Run 1, port wiring:
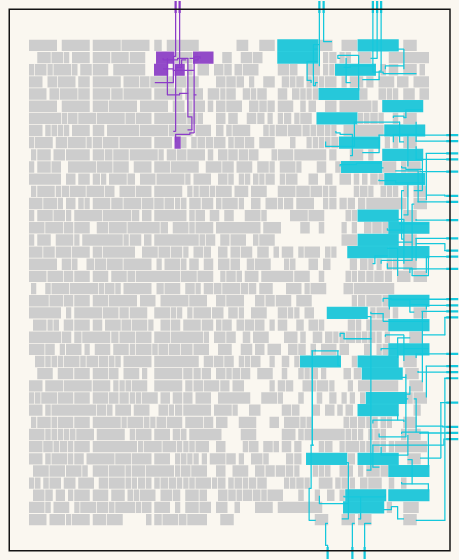
Run 1, placement density heat map:
The die is cut into 10 by 12 equal tiles; black is low, pale yellow is high, 0 to 100% covered.
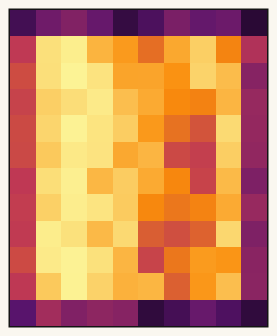
Run 1, wiring heat map:
The die is cut into 20 by 24 equal tiles; black is low, pale yellow is high, scaled to the fullest tile. Values are wire area over tile area, all layers added.
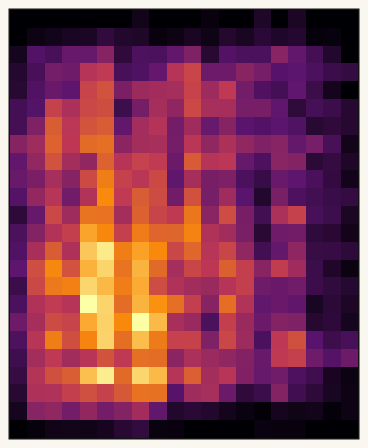
==> config.mk <==
export PLATFORM = sky130hd
export DESIGN_NAME = shift_unit_pipe
export DESIGN_NICKNAME = d
export VERILOG_FILES = /design/src/rtl/shifter_pkg.sv /design/src/rtl/shift_level.sv /design/src/rtl/shift_unit_pipe.sv
export SDC_FILE = /design/constraint.sdc
export NUM_CORES = 1
export LEC_CHECK = 0
export ABC_AREA = 1
export CORE_ASPECT_RATIO = 1.25
export CORE_MARGIN = 4
export CORE_UTILIZATION = 45
export CTS_CLUSTER_DIAMETER = 150
export CTS_CLUSTER_SIZE = 40
export DETAILED_ROUTE_END_ITERATION = 16
export PLACE_DENSITY = 0.69
export SLEW_MARGIN = 20
export SYNTH_ARGS = -nofsm -noshare
export SYNTH_HDL_FRONTEND = slang
export SYNTH_SLANG_ARGS = --single-unit
==> constraint.sdc <==
create_clock -name clk -period 1.4 [get_ports clk]
set_clock_uncertainty 0.05 [all_clocks]
set_input_delay 0.28 -clock clk [delete_from_list [all_inputs] [get_ports clk]]
set_output_delay 0.28 -clock clk [all_outputs]
set_load 0.01 [all_outputs]
==> impl_metrics.ini, run 1 <==
; flow metrics
[critical_path]
critPathSlowestCell = clkdlybuf4s50_1
crit_path_end_kind = flop
worstPathMaxFanout = 3
rrSetupSlack_ns = 0.13
crit_path_frequent_cell = nand2_1
start_kind = input port
crit_chain = clkdlybuf4s50_1, inv_1, nand2_1, nand3_4, nand3_2, nand3_4, nand2_2, nand4_1, nand3_2, nand2_1, nand2_1, nand3_1, nand2_1
path_buffers = 2
crit_required_ns = 1.56
slowest_delay_ns = 0.47
rr_worst_depth = 5
path_delay_family = simple AND/OR/NAND/NOR gates
crit_type = input port to flop
arrival_ns = 2.18
cp_num_cells = 13

[routing]
drt_pass1_iterations = 6
vias_per_cell = 6.60
drc_errors = 0
drt_iter0_drc = 922
ant_nets = 0

[yosys]
fp_nets = 888
avgSynthCellArea_um2 = 5.42
ys_area_um2 = 4580
ys_warn_count = 0
yosysUniqueCellTypes = 25
ys_seq_elements = 33
ys_cells = 845
synthCells = 845
synth_area_um2 = 4580
ys_seq_share_pct = 18.0

[sta]
tightestPinTransition_ns = 0.452
fin_crit_sh_pct = 144
slew_headroom_pct = 69.8
setup_viol = 32
finalHoldViolations = 0
rsz0062_at_grt = true
setup_ws_ns = -0.618
fmax_mhz = 496
period_needed_ns = 2.02
hold-worst-slack_ns = 0.332
setup_tns_ns = -17.37
drv_slew = 0

[outcome]
status = finished, violations left
violations = setup timing

[cts]
clockBufferDepth = 2
clk_pin_slew_ns = 0.05
h-tree-depth = 2
cts_tree = done
root_buffer = clkbuf_16
insertion_delay_ns = 0.28
numCtsBuffers = 5
cts_hold_buffers = 0
cts.sinks = 33

[floorplan]
num_rows = 40
dieArea_um2 = 11900
die-height_um = 121
fp.dieW_um = 98.2

[global_routing]
grt_max_degree = 35
antenna_found_initial = 0
grt_first_pass_wirelength_um = 35800
grt_pass1_vias = 6928
gr-total-overflow = 0

[cells_and_area]
largest_reg_flops = 32
final_layout_size_suffix_gt1_share_pct = 44.9
n_antenna_cell = 0
syn2layout_area_growth_pct = 77.2
fin_cells = 1123
final_area_um2 = 8120
nets = 1040

[placement]
hpwl_um = 15100
place_inst = 1085
place_area_um2 = 6300
place_ws_ns = -1.20
place_congestion = 0.971

[power]
p_leak_nw = 4.03
power.density_nw_per_um2 = 669
max-vdd-ir-drop_uv = 380
total_power_mw = 5.43

[worst_hold_path]
hold_path.class = input port to asynchronous set/reset pin

[job]
warnings = 29
cap_viol_max_count = 0
About 'port wiring':
color	port	bits	direction	edge	end cells	buffers	wire
cyan	out_data	32	output	24 east, 5 north, 3 south	32	32	945 um
purple	in_op	2	input	north	6	4	125 um
IO Pins: 77
port bufs: 76

About 'placement density heat map':
fullest tile	98%
mean over tiles	67%
tiles over 75% full	51%
Placeable Area: 9760 um2
Core Util at FP: 46.9%
final core occ: 83.2%

About 'wiring heat map':
mean over tiles	0.38
fullest tile	1.1
emptiest ninth of the die	north-east
tiles over half the peak	27%
GRT Util Overall: 37.0%
final WL: 25200 um
via count: 7417
DR WL/cell: 22.4 um

run 1: report_power, final:
group	internal, mW	total (mW)	switching (mW)	leakage [nW]
registers	1.11	1.19	0.0815	0.394
logic	1.25	3.17	1.92	3.56
clock network	0.697	1.06	0.368	0.0700
run 1: layer usage:
layer	wire [um]	share of wire [%]	GRT usage, %
met1	8480	34	42.3
met2	11600	46	65.2
met3	2730	11	5.19
met4	2400	9.5	22.0
met5	0	0	0
run 1: synth_stat cells:
library cell,n,area (um2)
nand2_1,345,1290
nand3_1,210,1050
inv_1,51,191
nand4_1,39,244
a21oi_1,34,170
dfrtp_1,33,826
nor2_1,26,97.6
buf_2,25,125
nand3_2,17,170
o21ai_1,13,65.1
clkbuf_1,9,33.8
nand2_2,8,50.1
buf_4,6,45.0
buf_6,5,56.3
o21ai_0,5,25.0
buf_1,4,15.0
inv_2,3,11.3
o211ai_1,3,22.5
nor2_4,2,22.5
o21ai_2,2,17.5
buf_8,1,15.0
clkbuf_4,1,7.51
nand2_4,1,11.3
nor2_2,1,6.26
or2_2,1,6.26
run 1: worst reg2reg max path, stage by stage (launching register included):
cell     delay, ns
dfrtp_1       0.34
inv_1         0.05
nor2_2        0.13
buf_4         0.36
a21oi_1       0.12
a21oi_2       0.16
run 1: final cells by class:
cell class / instances / area, um2
tap: 126 / 158
multi-input combinational: 707 / 4680
sequential: 33 / 826
timing repair buffer: 196 / 2090
clock buffer: 7 / 143
fill: 613 / 1640
inverter: 54 / 223
run 1: placed cells by master (no fill, tap or decap), types with 9 or more instances in the layout:
cell type	instances
nand2_1	243
nand3_2	121
nand2_2	95
nand3_1	69
buf_4	65
dlygate4sd2_1	55
nand4_1	39
nand3_4	37
inv_1	35
dfrtp_1	33
a21oi_1	28
buf_6	27
nor2_1	18
buf_12	18
inv_2	15
nand2_4	15
clkdlybuf4s50_1	11
o21ai_2	10
o21ai_1	9
run 1: cell families (layout without fill, tap and decap cells):
logic type / Yosys count / count (layout) / synth area share (%)
AOI/OAI and AO/OA: 57 / 57 / 6.56
and+or+nand+nor: 650 / 650 / 64.5
DFF: 33 / 33 / 18.0
buffers and inverters: 105 / 257 / 10.9
run 1: timing repair:
item | 4_1_cts | 5_1_grt
cloned | 9 | 1
endpoints found under the setup margin | 66 | 32
setup buffers | 21 | 0
resized | 325 | 97
pin swaps | 96 | 48
==> run 2, diff against run 1 <==
- CTS_CLUSTER_SIZE: 40 -> 12
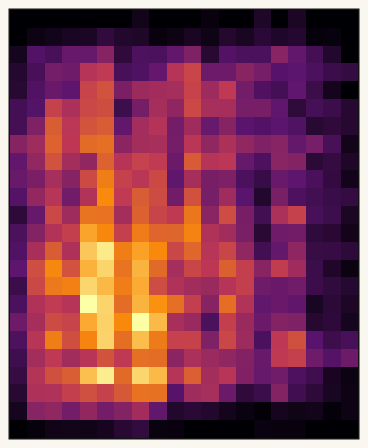
Run 2: wiring heat map
The die is cut into 20 by 24 equal tiles; black is low, pale yellow is high, scaled to the fullest tile. Values are wire area over tile area, all layers added.

==> impl_metrics.ini, run 2 <==
; flow metrics
[outcome]
status = finished, violations left
violations = setup timing

[floorplan]
fp.dieW_um = 98.2
die-height_um = 121
coreArea_um2 = 9760
initial_core_util_pct = 46.9
dieArea_um2 = 11900
num_rows = 40

[yosys]
yosysUniqueCellTypes = 25
synthArstFlopShare_pct = 100
yosysTopAreaCell = nand2_1
top_cell_area_share_pct = 28.3
avgSynthCellArea_um2 = 5.42
fp_nets = 888
ys_seq_share_pct = 18.0
ys_area_um2 = 4580
synthCells = 845
common_cells = nand2_1 (345), nand3_1 (210), inv_1 (51)
synth_area_um2 = 4580
top_cell = nand2_1

[sta]
fin_crit_sh_pct = 144
setup_viol = 32
rsz0062_at_grt = true
fmax_mhz = 496
hold-worst-slack_ns = 0.332
drv_slew = 0
setup_ws_ns = -0.618

[global_routing]
grt_pass1_vias = 6928
grt_first_pass_wirelength_um = 35800
antenna_found_initial = 0
use_met1_pct = 42.3
grt.busiest_layer = met2
use_met2_pct = 65.2
grt_max_degree = 35

[job]
warnings = 29

[routing]
wl_um = 25200
drt_iter0_drc = 922
ant_nets = 0
drc_errors = 0
drt_pass1_iterations = 6
wl_per_cell_um = 22.4

[cts]
root_buffer = clkbuf_16
insertion_delay_ns = 0.28
cts_tree = done
h-tree-depth = 2

[power]
power.density_nw_per_um2 = 669
max-vdd-ir-drop_uv = 380

[cells_and_area]
nets = 1040
final_layout_size_suffix_gt1_share_pct = 44.9
layout_top_cells = nand2_1 (243), nand3_2 (121), nand2_2 (95), nand3_1 (69), buf_4 (65)
syn2layout_area_growth_pct = 77.2
largest_reg_flops = 32
n_antenna_cell = 0
fin_cells = 1123

[critical_path]
rr_worst_depth = 5
crit_path_end_kind = flop
crit_type = input port to flop
rrSetupSlack_ns = 0.13
start_kind = input port

[placement]
hpwl_um = 15100
place_inst = 1085
place_congestion = 0.971
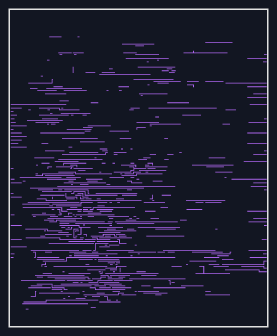
Run 2: met3 routing
nets with wire on the layer	269
share of all routed wire	11%
longest straight run	44.9 um
M3 GR Usage: 5.19%

-- run 2: stage by stage --
step	setup slack (ns)	TNS [ns]	instance area [um2]
floorplan	-0.196	-5.37	4860
global placement	-1.14	-33.88	6300
detailed placement	-1.20	-35.93	6300
CTS	-0.346	-9.67	7690
global route	-0.729	-18.37	8120
finish	-0.618	-17.37	8120
-- run 2: area by class of cell --
cell class	count	area, um2
multi-input combinational	707	4680
inverter	54	223
tap	126	158
clock buffer	7	143
fill	613	1640
sequential	33	826
timing repair buffer	196	2090
-- run 2: report_power, final --
group	switching, mW	internal, mW	leakage, nW
logic	1.92	1.25	3.56
registers	0.0815	1.11	0.394
clock network	0.368	0.697	0.0700
-- run 2: repair_timing --
item / CTS / global route
setup buffers: 21 / 0
setup endpoints to repair: 66 / 32
gates resized: 325 / 97
pin swaps: 96 / 48
cloned: 9 / 1
hold buffers: 0 / 0
-- run 2: layer usage --
layer  vias up  wire, um
met5         -         0
met4         0      2400
met3       240      2730
met2       658     11600
met1      3382      8480
li1       3137         -
-- run 2: worst max-delay path, stage by stage --
cell	delay (ns)
clkdlybuf4s50_1	0.47
inv_1	0.08
nand2_1	0.28
nand3_4	0.16
nand3_2	0.13
nand3_4	0.12
nand2_2	0.10
nand4_1	0.15
nand3_2	0.13
nand2_1	0.05
nand2_1	0.05
nand3_1	0.07
nand2_1	0.08
-- run 2: cells by family (layout without fill, tap and decap cells) --
| logic type | after synthesis | after routing | synth area share [%] |
|---|---|---|---|
| AND/OR/NAND/NOR | 650 | 650 | 64.5 |
| AND-OR/OR-AND | 57 | 57 | 6.56 |
| flip-flops | 33 | 33 | 18.0 |
| buffers and inverters | 105 | 257 | 10.9 |
Power figures rest on the tool's default switching activity, not on a simulated workload.
